==> config.mk <==
export PLATFORM = sky130hd
export DESIGN_NAME = muldiv_sequencer_flat
export DESIGN_NICKNAME = d
export VERILOG_FILES = /design/src/rtl/muldiv_sequencer_if.sv /design/src/rtl/muldiv_sequencer.sv /design/src/flat_wrapper.sv
export SDC_FILE = /design/constraint.sdc
export NUM_CORES = 1
export LEC_CHECK = 0
export CORE_UTILIZATION = 50
export DETAILED_ROUTE_END_ITERATION = 8
export GPL_TIMING_DRIVEN = 1
export PLACE_DENSITY = 0.88
export SETUP_SLACK_MARGIN = 0.1
export SYNTH_ARGS = -nofsm -noshare
export SYNTH_HDL_FRONTEND = slang
export SYNTH_SLANG_ARGS = --single-unit
==> constraint.sdc <==
create_clock -name clk -period 5 [get_ports clk]
set_input_delay 1 -clock clk [delete_from_list [all_inputs] [get_ports clk]]
set_output_delay 1 -clock clk [all_outputs]
set_load 0.01 [all_outputs]
==> src/rtl/muldiv_sequencer_if.sv <==
// muldiv_sequencer_if: request/result handshake and shared-ALU bus of the sequencer
//   start/op/rs1/rs2/kill  : operation request and pipeline-flush abort
//   busy/done/result       : stall, completion pulse, held result
//   alu_a/alu_b/alu_ctrl   : operands and control to the shared ALU
//   alu_result/alu_carry   : same-cycle ALU response
interface muldiv_sequencer_if;
  logic        start;
  logic [1:0]  op;
  logic [31:0] rs1;
  logic [31:0] rs2;
  logic        kill;
  logic        busy;
  logic        done;
  logic [31:0] result;
  logic [31:0] alu_a;
  logic [31:0] alu_b;
  logic [2:0]  alu_ctrl;
  logic [31:0] alu_result;
  logic        alu_carry;
  modport slave (
    input  start, op, rs1, rs2, kill, alu_result, alu_carry,
    output busy, done, result, alu_a, alu_b, alu_ctrl
  );
  modport master (
    output start, op, rs1, rs2, kill, alu_result, alu_carry,
    input  busy, done, result, alu_a, alu_b, alu_ctrl
  );
endinterface

==> src/rtl/muldiv_sequencer.sv <==
// muldiv_sequencer: 32-cycle shift-add multiply / restoring divide on a shared ALU
//   clk, rst (async, active-low) plain ports; everything else on bus (slave modport)
//   a_q is hi/rem, b_q is lo/quo, m_q is mcand/dvsr
module muldiv_sequencer (
  input logic               clk,
  input logic               rst,
  muldiv_sequencer_if.slave bus
);
  typedef enum logic [1:0] {IDLE, RUN, DONE} state_t;
  state_t      state_q, state_d;
  logic [31:0] a_q, a_d, b_q, b_d, m_q, m_d, result_q, result_d;
  logic [1:0]  op_q, op_d;
  logic [4:0]  cnt_q, cnt_d;
  logic        run, mul, ok, zdiv;
  logic [31:0] shifted;
  assign run      = state_q == RUN;
  assign mul      = !op_q[1];
  assign shifted  = {a_q[30:0], b_q[31]};
  assign ok       = a_q[31] | bus.alu_carry;
  assign zdiv     = bus.op[1] && bus.rs2 == '0;
  assign bus.busy     = state_q != IDLE;
  assign bus.done     = state_q == DONE;
  assign bus.result   = result_q;
  assign bus.alu_a    = run ? (mul ? a_q : shifted) : '0;
  assign bus.alu_b    = (run && (!mul || b_q[0])) ? m_q : '0;
  assign bus.alu_ctrl = {2'b00, run && !mul};
  always_comb begin
    state_d  = state_q;
    a_d      = a_q;
    b_d      = b_q;
    m_d      = m_q;
    op_d     = op_q;
    cnt_d    = cnt_q;
    result_d = result_q;
    if (state_q == IDLE) begin
      if (bus.start && !bus.kill) begin
        op_d    = bus.op;
        a_d     = '0;
        b_d     = bus.op[1] ? bus.rs1 : bus.rs2;
        m_d     = bus.op[1] ? bus.rs2 : bus.rs1;
        cnt_d   = '0;
        state_d = zdiv ? DONE : RUN;
        // divide by zero: quotient all ones, remainder is the dividend
        if (zdiv) result_d = bus.op[0] ? bus.rs1 : '1;
      end
    end else if (state_q == RUN) begin
      // multiply: {carry,sum,lo} >> 1; divide: restoring step with top-bit overflow
      a_d     = mul ? {bus.alu_carry, bus.alu_result[31:1]} : (ok ? bus.alu_result : shifted);
      b_d     = mul ? {bus.alu_result[0], b_q[31:1]} : {b_q[30:0], ok};
      cnt_d   = cnt_q + 5'd1;
      state_d = bus.kill ? IDLE : (cnt_q == 5'd31 ? DONE : RUN);
      // MULHU/REMU take a (hi/rem), MUL/DIVU take b (lo/quo)
      if (!bus.kill && cnt_q == 5'd31) result_d = op_q[0] ? a_d : b_d;
    end else begin
      state_d = IDLE;
    end
  end
  always_ff @(posedge clk or negedge rst) begin
    if (!rst) begin
      state_q  <= IDLE;
      a_q      <= '0;
      b_q      <= '0;
      m_q      <= '0;
      op_q     <= '0;
      cnt_q    <= '0;
      result_q <= '0;
    end else begin
      state_q  <= state_d;
      a_q      <= a_d;
      b_q      <= b_d;
      m_q      <= m_d;
      op_q     <= op_d;
      cnt_q    <= cnt_d;
      result_q <= result_d;
    end
  end
endmodule

==> src/flat_wrapper.sv <==
// flat-port wrapper written by rule: the top's interface ports become plain ports
module muldiv_sequencer_flat 
  (clk, rst, bus_start, bus_op, bus_rs1, bus_rs2, bus_kill, bus_alu_result, bus_alu_carry, bus_busy, bus_done, bus_result, bus_alu_a, bus_alu_b, bus_alu_ctrl);
  muldiv_sequencer_if bus_i ();
  input logic clk;
  input logic rst;
  input wire logic [$bits(bus_i.start)-1:0] bus_start;
  input wire logic [$bits(bus_i.op)-1:0] bus_op;
  input wire logic [$bits(bus_i.rs1)-1:0] bus_rs1;
  input wire logic [$bits(bus_i.rs2)-1:0] bus_rs2;
  input wire logic [$bits(bus_i.kill)-1:0] bus_kill;
  input wire logic [$bits(bus_i.alu_result)-1:0] bus_alu_result;
  input wire logic [$bits(bus_i.alu_carry)-1:0] bus_alu_carry;
  output wire logic [$bits(bus_i.busy)-1:0] bus_busy;
  output wire logic [$bits(bus_i.done)-1:0] bus_done;
  output wire logic [$bits(bus_i.result)-1:0] bus_result;
  output wire logic [$bits(bus_i.alu_a)-1:0] bus_alu_a;
  output wire logic [$bits(bus_i.alu_b)-1:0] bus_alu_b;
  output wire logic [$bits(bus_i.alu_ctrl)-1:0] bus_alu_ctrl;
  assign bus_i.start = bus_start;
  assign bus_i.op = bus_op;
  assign bus_i.rs1 = bus_rs1;
  assign bus_i.rs2 = bus_rs2;
  assign bus_i.kill = bus_kill;
  assign bus_i.alu_result = bus_alu_result;
  assign bus_i.alu_carry = bus_alu_carry;
  assign bus_busy = bus_i.busy;
  assign bus_done = bus_i.done;
  assign bus_result = bus_i.result;
  assign bus_alu_a = bus_i.alu_a;
  assign bus_alu_b = bus_i.alu_b;
  assign bus_alu_ctrl = bus_i.alu_ctrl;
  muldiv_sequencer u_core (.clk(clk), .rst(rst), .bus(bus_i));
endmodule
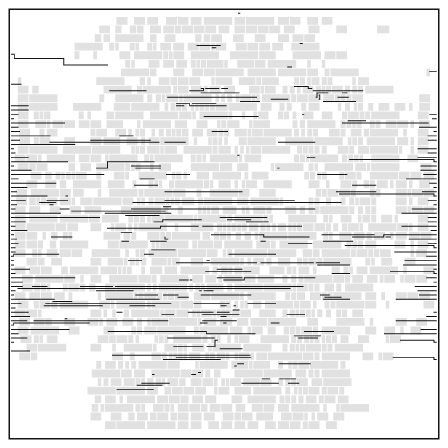
layer_met3.png
wire length on this layer = 2,460 um
share of all routed wire = 9.3%
nets with wire on the layer = 220
longest straight run = 86.0 um

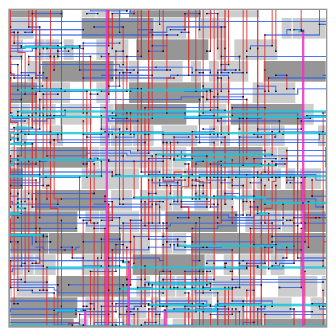
detail.png
Region (48, 48) to (88, 88) um. Cells in gray, sequential cells in the stronger gray; small squares are vias.
metal 3 -> cyan
metal 1 -> blue
metal 2 -> red
metal 4 -> magenta
sequential cells in the window = 20
netlist names of flops here include = u_core.b_q (9), u_core.cnt_q (5), u_core.bus.result (3)
most frequent = nand2_1 (22), dfrtp_1 (19), o21ai_0 (12)
cells with their middle in the window = 116

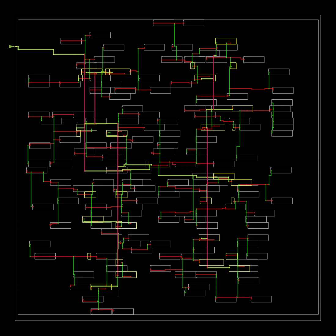
clocks.png
total CTS buffers: 17
Seq Cell Count: 137
CLK BUF: 25
clk sink count: 137
Power Clock: 1.22 mW

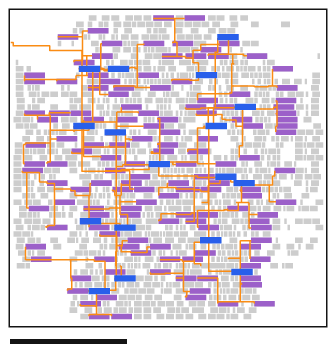
clk_routes.png
Scale bar: 50 um.
clock drivers -> blue  # count 17
clock wires -> orange  # length 1,880 um
flip-flops -> purple  # count 137
flops lie = all over the die
routed clock nets = 18

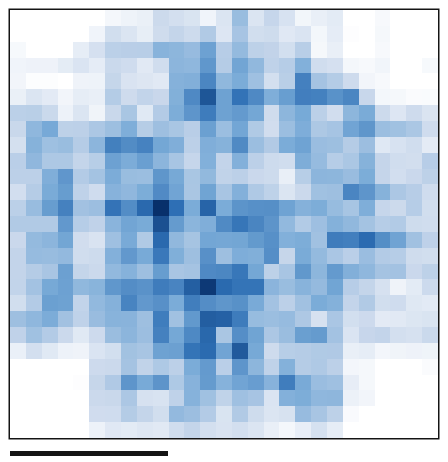
metal_density.png
Scale bar: 50 um. 27 x 27 tiles, from white (low) to dark blue (high), scaled to the fullest tile. Values are wire area over tile area, all layers added.
fullest tile = 0.75
tiles over half the peak = 19%
nearly empty tiles = 12%

==> state kept, by name (all words and copies together), names as in the netlist <==
signal	count
u_core.a_q	32
u_core.b_q	32
u_core.bus.result	32
u_core.m_q	32
u_core.cnt_q	5
u_core.op_q	2
u_core.state_q	2
==> Yosys cell counts (13+ instances only) <==
cell	count
nand2_1	178
dfrtp_1	137
mux2i_1	128
o21ai_0	124
nor2_1	61
o21ai_1	55
clkbuf_1	54
a21oi_1	51
nand3_1	35
and2_1	32
mux2_2	31
o32a_1	30
mux2_4	29
buf_2	20
buf_1	13
==> report_power, final <==
part	leakage, nW	internal [mW]	total [mW]	switching [mW]
Clock	0.277	0.734	1.22	0.486
Combinational	3.03	1.85	3.82	1.97
Sequential	1.67	1.66	2.18	0.519
==> kinds of logic after synthesis <==
group                      count (synthesis)  share of synthesized area
DFF                                      137                     0.3856
other                                      1                  0.0004218
and+or+nand+nor                          324                     0.1569
AOI/OAI and AO/OA                        267                     0.1700
adders and majority gates                  2                   0.002814
muxes                                    191                     0.2361
buffers and inverters                     97                    0.04714
xor gates and xnor gates                   1                  0.0009853
==> cell type report <==
cell class | count | area [um2]
multi-input cells | 787 | 5077
inverters | 5 | 18.77
clock inverters | 7 | 66.31
repair buffers | 217 | 2143
fillers | 1348 | 5839
flip-flops and latches | 137 | 3432
diodes | 1 | 2.502
clock buffers | 25 | 495.5
well taps | 225 | 281.5
==> layer usage <==
layer  global-route usage  part of all wire  up-vias
li1                     -                 -     3882
met1               0.4299              0.45     3874
met2               0.4251              0.44      401
met3              0.07632             0.093       42
met4               0.1049             0.021        0
met5                    0                 0        -
==> stage by stage <==
stage	instance area, um2	instances
after floorplan	8895	1021
after global placement	10950	1371
after detailed placement	10950	1371
after CTS	11510	1403
after global routing	11520	1404
final	11520	1404
==> results_slide.txt <==
Key Metrics from the Run

Global routing
  • Initial antenna violation count: 1
  • All-layer global routing usage: 0.2967
  • Largest net degree at the start of global routing: 103
  • Vias in the first global route: 7,674

Final timing
  • Fin worst setup slack: 1483 ps
  • Max-slew violations: 0
  • Fmax: 284.3 MHz
  • Relative slew slack: 0.2590
  • Tightest Pin Transition: 1110 ps
  • Final hold vios: 0
  • Final setup viols: 0
  • RSZ-0062 raised after global routing: no

Setup path
  • R2r startpoint: u_core.state_q[0]
  • Reg2Reg Setup Slack: 2360 ps
  • R2r worst-path depth: 7
  • Critical Path Sink: bus_alu_a[29]
  • Crit-path leading delay family: buffers and inverters
  • Data required time at the worst endpoint: 4000 ps
  • WP depth: 4
  • CP cell instances: buf_4, mux2i_1, nor2_1, clkdlybuf4s50_1
  • CP bufs+invs: 2
  • Cell at the slowest stage of the critical path: dfrtp_4
  • Reg2reg end: u_core.bus.result[1]
  • Arrival time at the worst endpoint: 2520 ps

Final layout
  • Layout cells sized above 1: 0.09932
  • Final core utilization: 0.6636
  • Most frequent cells in the layout: clkdlybuf4s50_1 (199), nand2_1 (178), dfrtp_1 (136)
  • Area growth syn-to-layout: 29.54%
  • Final net count: 1,270
  • Most frequent logic cell in the layout: clkdlybuf4s50_1

Die
  • Core Rows: 48
  • Ports: 204
  • Core Area: 17,360 um2

Power
  • Static leakage power: 4.978 nW
  • Peak supply drop: 365.5 uV

Logic synthesis
  • Ys Warns: 0
  • Yosys chip area: 8891 um2
  • Synth cell types: 40
  • Dominant flop cell: dfrtp_1
  • Avg Inst Size Synth: 8.717 um2
  • Synthesized area: 8891 um2
  • Cells after Synth: 1,020
  • Flops & latches, synth: 137
  • Top cells, area: dfrtp_1 (39%), mux2i_1 (14%), nand2_1 (7.5%), o21ai_0 (7.0%), mux2_4 (4.9%)
  • Sequential-to-total area share from yosys stat: 0.3856
  • Count of library flops with an enable pin: 0

Outcome
  • Status: finished, final reports clean

Route
  • Vias: 8,199
  • DR vias/cell: 5.840
  • Iter 0 DRT Violations: 974
  • Antenna viol nets, final: 0

CTS
  • Clk root buf: clkbuf_16
  • H-tree Lvls: 4

Job
  • Tool Warnings: 28
  • Max_cap viols: 0

Placement
  • Port Buffer Count: 201
  • Final GP Congestion: 0.8850
  • HPWL Detailed: 18,400 um
Power figures rest on the tool's default switching activity, not on a simulated workload.
